===== src/rtl/fc_pkg.sv =====
// fc_pkg: shared types and helpers for the fully-connected layer sequencer.
package fc_pkg;

    typedef enum logic [1:0] {
        LOAD,
        EVAL,
        EMIT
    } state_t;

    function automatic int acc_width(input int width, input int n);
        return 2 * width + $clog2(n);
    endfunction

    // Logical right shift then saturate to an unsigned width-bit range.
    function automatic logic [63:0] requant(input logic [63:0] z, input int shift, input int width);
        logic [63:0] q;
        logic [63:0] max;
        q   = z >> shift;
        max = (64'd1 << width) - 64'd1;
        return (q > max) ? max : q;
    endfunction

endpackage


===== src/rtl/fc_requant.sv =====
// fc_requant: combinational shift/saturate of a neuron result down to activation width.
module fc_requant
    import fc_pkg::*;
#(
    parameter int ACC_W = 23,
    parameter int WIDTH = 8,
    parameter int SHIFT = 8
) (
    input  logic [ACC_W-1:0] z,
    output logic [WIDTH-1:0] q
);

    assign q = WIDTH'(requant(64'(z), SHIFT, WIDTH));

endmodule


===== src/rtl/fc_layer_sequencer.sv =====
// fc_layer_sequencer: loads an activation vector serially, then evaluates and streams
// each neuron of one fully-connected layer in turn through an external mux.
module fc_layer_sequencer
    import fc_pkg::*;
#(
    parameter int WIDTH  = 8,
    parameter int IN     = 128,
    parameter int OUT    = 10,
    parameter int SHIFT  = 8,
    parameter int SETTLE = 2,
    localparam int ACC_W = acc_width(WIDTH, IN)
) (
    input  logic                    clk,
    input  logic                    rst_n,
    input  logic                    in_valid,
    output logic                    in_ready,
    input  logic [WIDTH-1:0]        in_data,
    output logic [IN*WIDTH-1:0]     x_vec,
    output logic [$clog2(OUT)-1:0]  neuron_sel,
    input  logic [ACC_W-1:0]        z_in,
    output logic                    out_valid,
    input  logic                    out_ready,
    output logic [WIDTH-1:0]        out_data,
    output logic                    out_last,
    output logic                    busy
);

    localparam int CW = $clog2(IN);
    localparam int NW = $clog2(OUT);
    localparam int SW = $clog2(SETTLE + 1);

    state_t          state, state_nxt;
    logic [CW-1:0]   in_cnt;
    logic [SW-1:0]   settle_cnt;
    logic [WIDTH-1:0] q;
    logic            in_fire, out_fire, last_in, settled, last_neuron;

    assign in_fire     = in_valid && in_ready;
    assign out_fire    = out_valid && out_ready;
    assign last_in     = in_cnt == CW'(IN - 1);
    assign settled     = settle_cnt == SW'(SETTLE - 1);
    assign last_neuron = neuron_sel == NW'(OUT - 1);

    fc_requant #(
        .ACC_W (ACC_W),
        .WIDTH (WIDTH),
        .SHIFT (SHIFT)
    ) u_requant (
        .z (z_in),
        .q (q)
    );

    always_ff @(posedge clk or negedge rst_n) begin
        if (!rst_n) state <= LOAD;
        else        state <= state_nxt;
    end

    always_comb begin
        state_nxt = state;
        case (state)
            LOAD:    if (in_fire && last_in) state_nxt = EVAL;
            EVAL:    if (settled) state_nxt = EMIT;
            EMIT:    if (out_fire) state_nxt = last_neuron ? LOAD : EVAL;
            default: state_nxt = LOAD;
        endcase
    end

    always_comb begin
        in_ready = state == LOAD;
        busy     = state != LOAD;
    end

    // x_vec and neuron_sel only move in LOAD or on a result handshake, so the
    // external datapath sees a stable operand for the whole settle window.
    always_ff @(posedge clk or negedge rst_n) begin
        if (!rst_n) begin
            in_cnt     <= '0;
            x_vec      <= '0;
            neuron_sel <= '0;
            settle_cnt <= '0;
            out_valid  <= 1'b0;
            out_data   <= '0;
            out_last   <= 1'b0;
        end else begin
            if (in_fire) begin
                x_vec[in_cnt*WIDTH +: WIDTH] <= in_data;
                in_cnt <= last_in ? '0 : in_cnt + 1'b1;
                if (last_in) begin
                    neuron_sel <= '0;
                    settle_cnt <= '0;
                end
            end
            if (state == EVAL) begin
                settle_cnt <= settle_cnt + 1'b1;
                if (settled) begin
                    out_valid <= 1'b1;
                    out_data  <= q;
                    out_last  <= last_neuron;
                end
            end
            if (state == EMIT && out_fire) begin
                out_valid  <= 1'b0;
                out_last   <= 1'b0;
                settle_cnt <= '0;
                neuron_sel <= last_neuron ? '0 : neuron_sel + 1'b1;
            end
        end
    end

endmodule


===== config.mk =====
export PLATFORM = sky130hd
export DESIGN_NAME = fc_layer_sequencer
export DESIGN_NICKNAME = d
export VERILOG_FILES = /design/src/rtl/fc_pkg.sv /design/src/rtl/fc_requant.sv /design/src/rtl/fc_layer_sequencer.sv
export SDC_FILE = /design/constraint.sdc
export NUM_CORES = 1
export LEC_CHECK = 0
export ABC_AREA = 1
export CAP_MARGIN = 20
export CORE_AREA = 2 2 414 416
export DETAILED_ROUTE_END_ITERATION = 10
export DIE_AREA = 0 0 416 418
export MAX_ROUTING_LAYER = met4
export SYNTH_ARGS = -nofsm -noshare
export SYNTH_HDL_FRONTEND = slang
export SYNTH_SLANG_ARGS = --single-unit

===== constraint.sdc =====
create_clock -name clk -period 9.75 [get_ports clk]
set_clock_uncertainty 0.05 [all_clocks]
set_input_delay 1.95 -clock clk [delete_from_list [all_inputs] [get_ports clk]]
set_output_delay 1.95 -clock clk [all_outputs]
set_load 0.01 [all_outputs]

==> results.py <==
# Auto-generated metrics
metrics = {
    "clock_network": {
        "cts-root-to-sink-buffers": 3,
        "ctsResizeCount": 0,
        "cts-buffers-inserted": 116,
        "post_cts_buffers": 0,
        "post_cts_hold_buffer_count": 0,
        "tritoncts": "built",
        "cts_num_sinks": 1049,
        "number_of_h_tree_branching_levels": 3,
    },
    "finish": {
        "largest_reg_flops": 1024,
        "final_net_count": 6250,
        "final.fill_count": 17380,
        "most-common-layout-cells": "2028 x nand2_1, 1065 x clkdlybuf4s50_1, 1049 x dfrtp_1, 499 x o21ai_0, 442 x nor2_1",
        "finalCoreUtilization_pct": 36.17,
        "seqAreaFraction_pct": 42.91,
        "nonClockInverterCount": 207,
        "seq_cells": 1049,
        "layout.cells.most_common": "nand2_1",
        "top_area_cell_class": "flip-flops and latches",
        "antenna_cells": 3,
        "synthToLayoutAreaGrowth_pct": 37.21,
        "clkCellAreaFrac_pct": 6.288,
        "comb_area_share_pct": 26.57,
        "post_route_cells_drive_above_1_share_pct": 4.558,
        "clock_buffers": 172,
        "largest-register": "x_vec",
        "combGateArea_um2": 16250,
        "seqCellArea_um2": 26250,
        "biggest_regs": "x_vec (1024), out_data (8), in_cnt (7)",
    },
    "worst_setup_path": {
        "reg2reg_setup_slack_ns": 4.55,
        "timing.critical_path.arrival_ns": 5.84,
        "endpoint_kind": "register",
        "cpMaxStageDelayCell": "buf_4",
        "timing.critical_path.required_ns": 10.39,
        "number_of_cells_on_the_worst_reg_to_reg_path": 11,
        "reg2reg_from": "in_cnt[0]",
        "timing.critical_path.to": "x_vec[334]",
        "worstSetupPathDepth": 11,
        "critPathLaunch": "in_cnt[0]",
        "cp-start-kind": "register",
        "crit_path_cells": "inv_2 -> ha_1 -> nand3_1 -> nor2_1 -> ha_4 -> buf_4 -> nand2_1 -> inv_6 -> buf_4 -> nand4_1 -> nand2_1",
        "critPathTopFamily": "buffers and inverters",
        "crit-reg2reg-capture": "x_vec[334]",
        "path_max_fanout": 89,
        "worstSetupPathType": "register to register",
    },
    "run": {
        "warnings": 55,
        "max_cap_violations": 0,
    },
    "detailed_routing": {
        "ant_nets": 0,
        "drc": 0,
        "dr_wl_met2_um": 102300,
        "wire_per_inst_um": 25.61,
        "number_of_vias_per_cell_after_detailed_routing": 5.064,
        "routed_wire_length_um": 218200,
        "detail_route.iter0.violations": 4366,
        "routed.top_layer": "met4",
        "wl_met3_um": 17640,
        "post_route_m1_wl_um": 83750,
        "detailroute.via_count": 43130,
        "drt_pre_antenna_iters": 6,
    },
    "sta": {
        "finalWorstSetupSlack_ns": 4.548,
        "worstMarginPinSlew_ns": 1.171,
        "final-max-slew-violation-count": 0,
        "rsz0062_at_grt": "false",
        "period_needed_ns": 5.202,
        "worst_slew_margin_rel_pct": 21.96,
        "max_clock_freq_ghz": 0.1922,
        "min_period_over_period_pct": 53.35,
        "setup_viol": 0,
        "number_of_endpoints_with_negative_hold_slack_in_the_final_report": 0,
    },
    "die": {
        "die.size.y_um": 418,
        "die.size.x_um": 416,
        "core_util_floorplan_pct": 26.36,
        "taps": 2218,
        "floorplan.core_area_um2": 169100,
        "fp-row-count": 151,
    },
    "logic_synthesis": {
        "synth.area.top_cells": "dfrtp_1 59%, nand2_1 17%, nand4_1 5.9%",
        "yosys-stat-area_um2": 44580,
        "ys_sh_adder_pct": 0.1684,
        "post_synthesis_cell_count_from_yosys": 5279,
        "ys_sh_simple_pct": 29.94,
        "netlist_area_um2": 44580,
        "netlist.top_cell.by_instances": "nand2_1",
        "top_logic_kind": "simple AND/OR/NAND/NOR gates",
        "synth.top_cells.by_count": "2031 x nand2_1, 1049 x dfrtp_1, 499 x o21ai_0, 448 x nor2_1, 421 x nand4_1",
        "synth-edff-count": 0,
        "postSynthAreaPerCell_um2": 8.445,
        "synth_sequential_area_ratio_pct": 58.88,
        "yosys_register_bits": 1049,
        "postSynthCellCount": 5279,
        "synth_cell_types": 33,
        "top_area_share_pct": 58.88,
        "mux_share_pct": 0,
        "dominantRegCellSynth": "dfrtp_1",
        "ys_async_sr_fraction_pct": 100.0,
    },
    "global_route": {
        "grt_util_met3_pct": 5.392,
        "grt_pass1_vias": 40200,
        "total_global_routing_track_utilization_pct": 24.89,
        "met2_usage_pct": 38.94,
        "largest_net_degree_at_the_start_of_global_routing": 169,
        "grt_use_met1_pct": 29.56,
        "global_route_hottest_layer": "met2",
    },
    "worst_hold_path": {
        "worstHoldPathType": "register to register",
        "min_delay_path_depth": 2,
        "hold_path_end": "x_vec[239]",
        "worstHoldStart": "x_vec[239]",
    },
    "placement": {
        "globalplace.congestion": 0.9442,
        "dpl.hpwl_um": 162000,
    },
    "pwr": {
        "power_per_cell_area_nw_per_um2": 206.1,
        "power_uw": 12610,
        "p_leak_uw": 0.02778,
    },
    "outcome": {
        "outcome": "completed",
    },
}
-- worst register-to-register path: cells and delay by family, from the launching register on --
family | cells | cell delay (ns)
and+or+nand+nor | 5 | 1.01
DFF | 1 | 0.84
adders and majority gates | 2 | 0.64
buffers and inverters | 4 | 2.61
-- stage by stage --
step / instances / hold WS (ns) / area (µm²)
4_1_cts: 8514 / 0.4222 / 61160
3_3_place_gp: 8308 / 0.4052 / 57310
2_1_floorplan: 5279 / 0.3997 / 44580
3_5_place_dp: 8309 / 0.4074 / 57320
5_1_grt: 8516 / 0.4352 / 61170
6_report: 8517 / 0.4191 / 61170
-- where the power goes --
part           switching [µW]  leakage (µW)  internal [µW]
clock network            1920       0.00187           2580
registers                 131        0.0146           4500
logic                    2850        0.0113            623
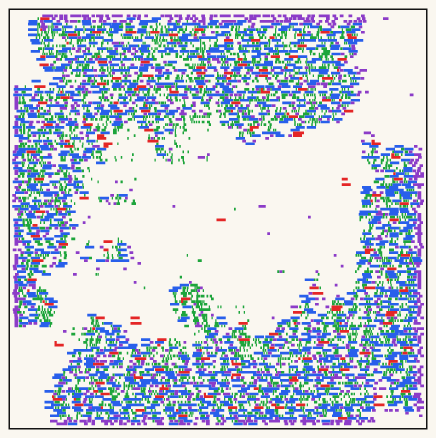
(placed cells, one colour a class)
Scale: 1 px per µm.
| colour | class | cells | share of their area |
|---|---|---|---|
| purple | other buffers and delay cells | 1127 | 19% |
| blue | flip-flops | 1049 | 45% |
| green | all other logic | 3915 | 29% |
| red | clock drivers and dummy loads | 205 | 6.6% |

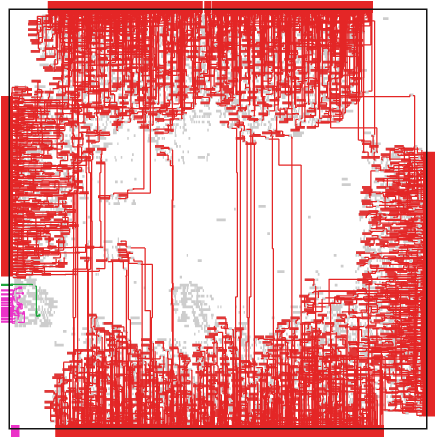
(port wiring)
Scale: 1 px per µm.
| colour | port | direction | end cells | buffers | wire |
|---|---|---|---|---|---|
| magenta | z_in | input | 10 | 15 | 231 µm |
| green | out_ready | input | 2 | 1 | 58.6 µm |
| red | x_vec | output | 1024 | 1024 | 74.4 mm |
Port Buffers: 1066
I/O pins: 1075

No activity file was given, so power comes from the tool's default toggle rates.
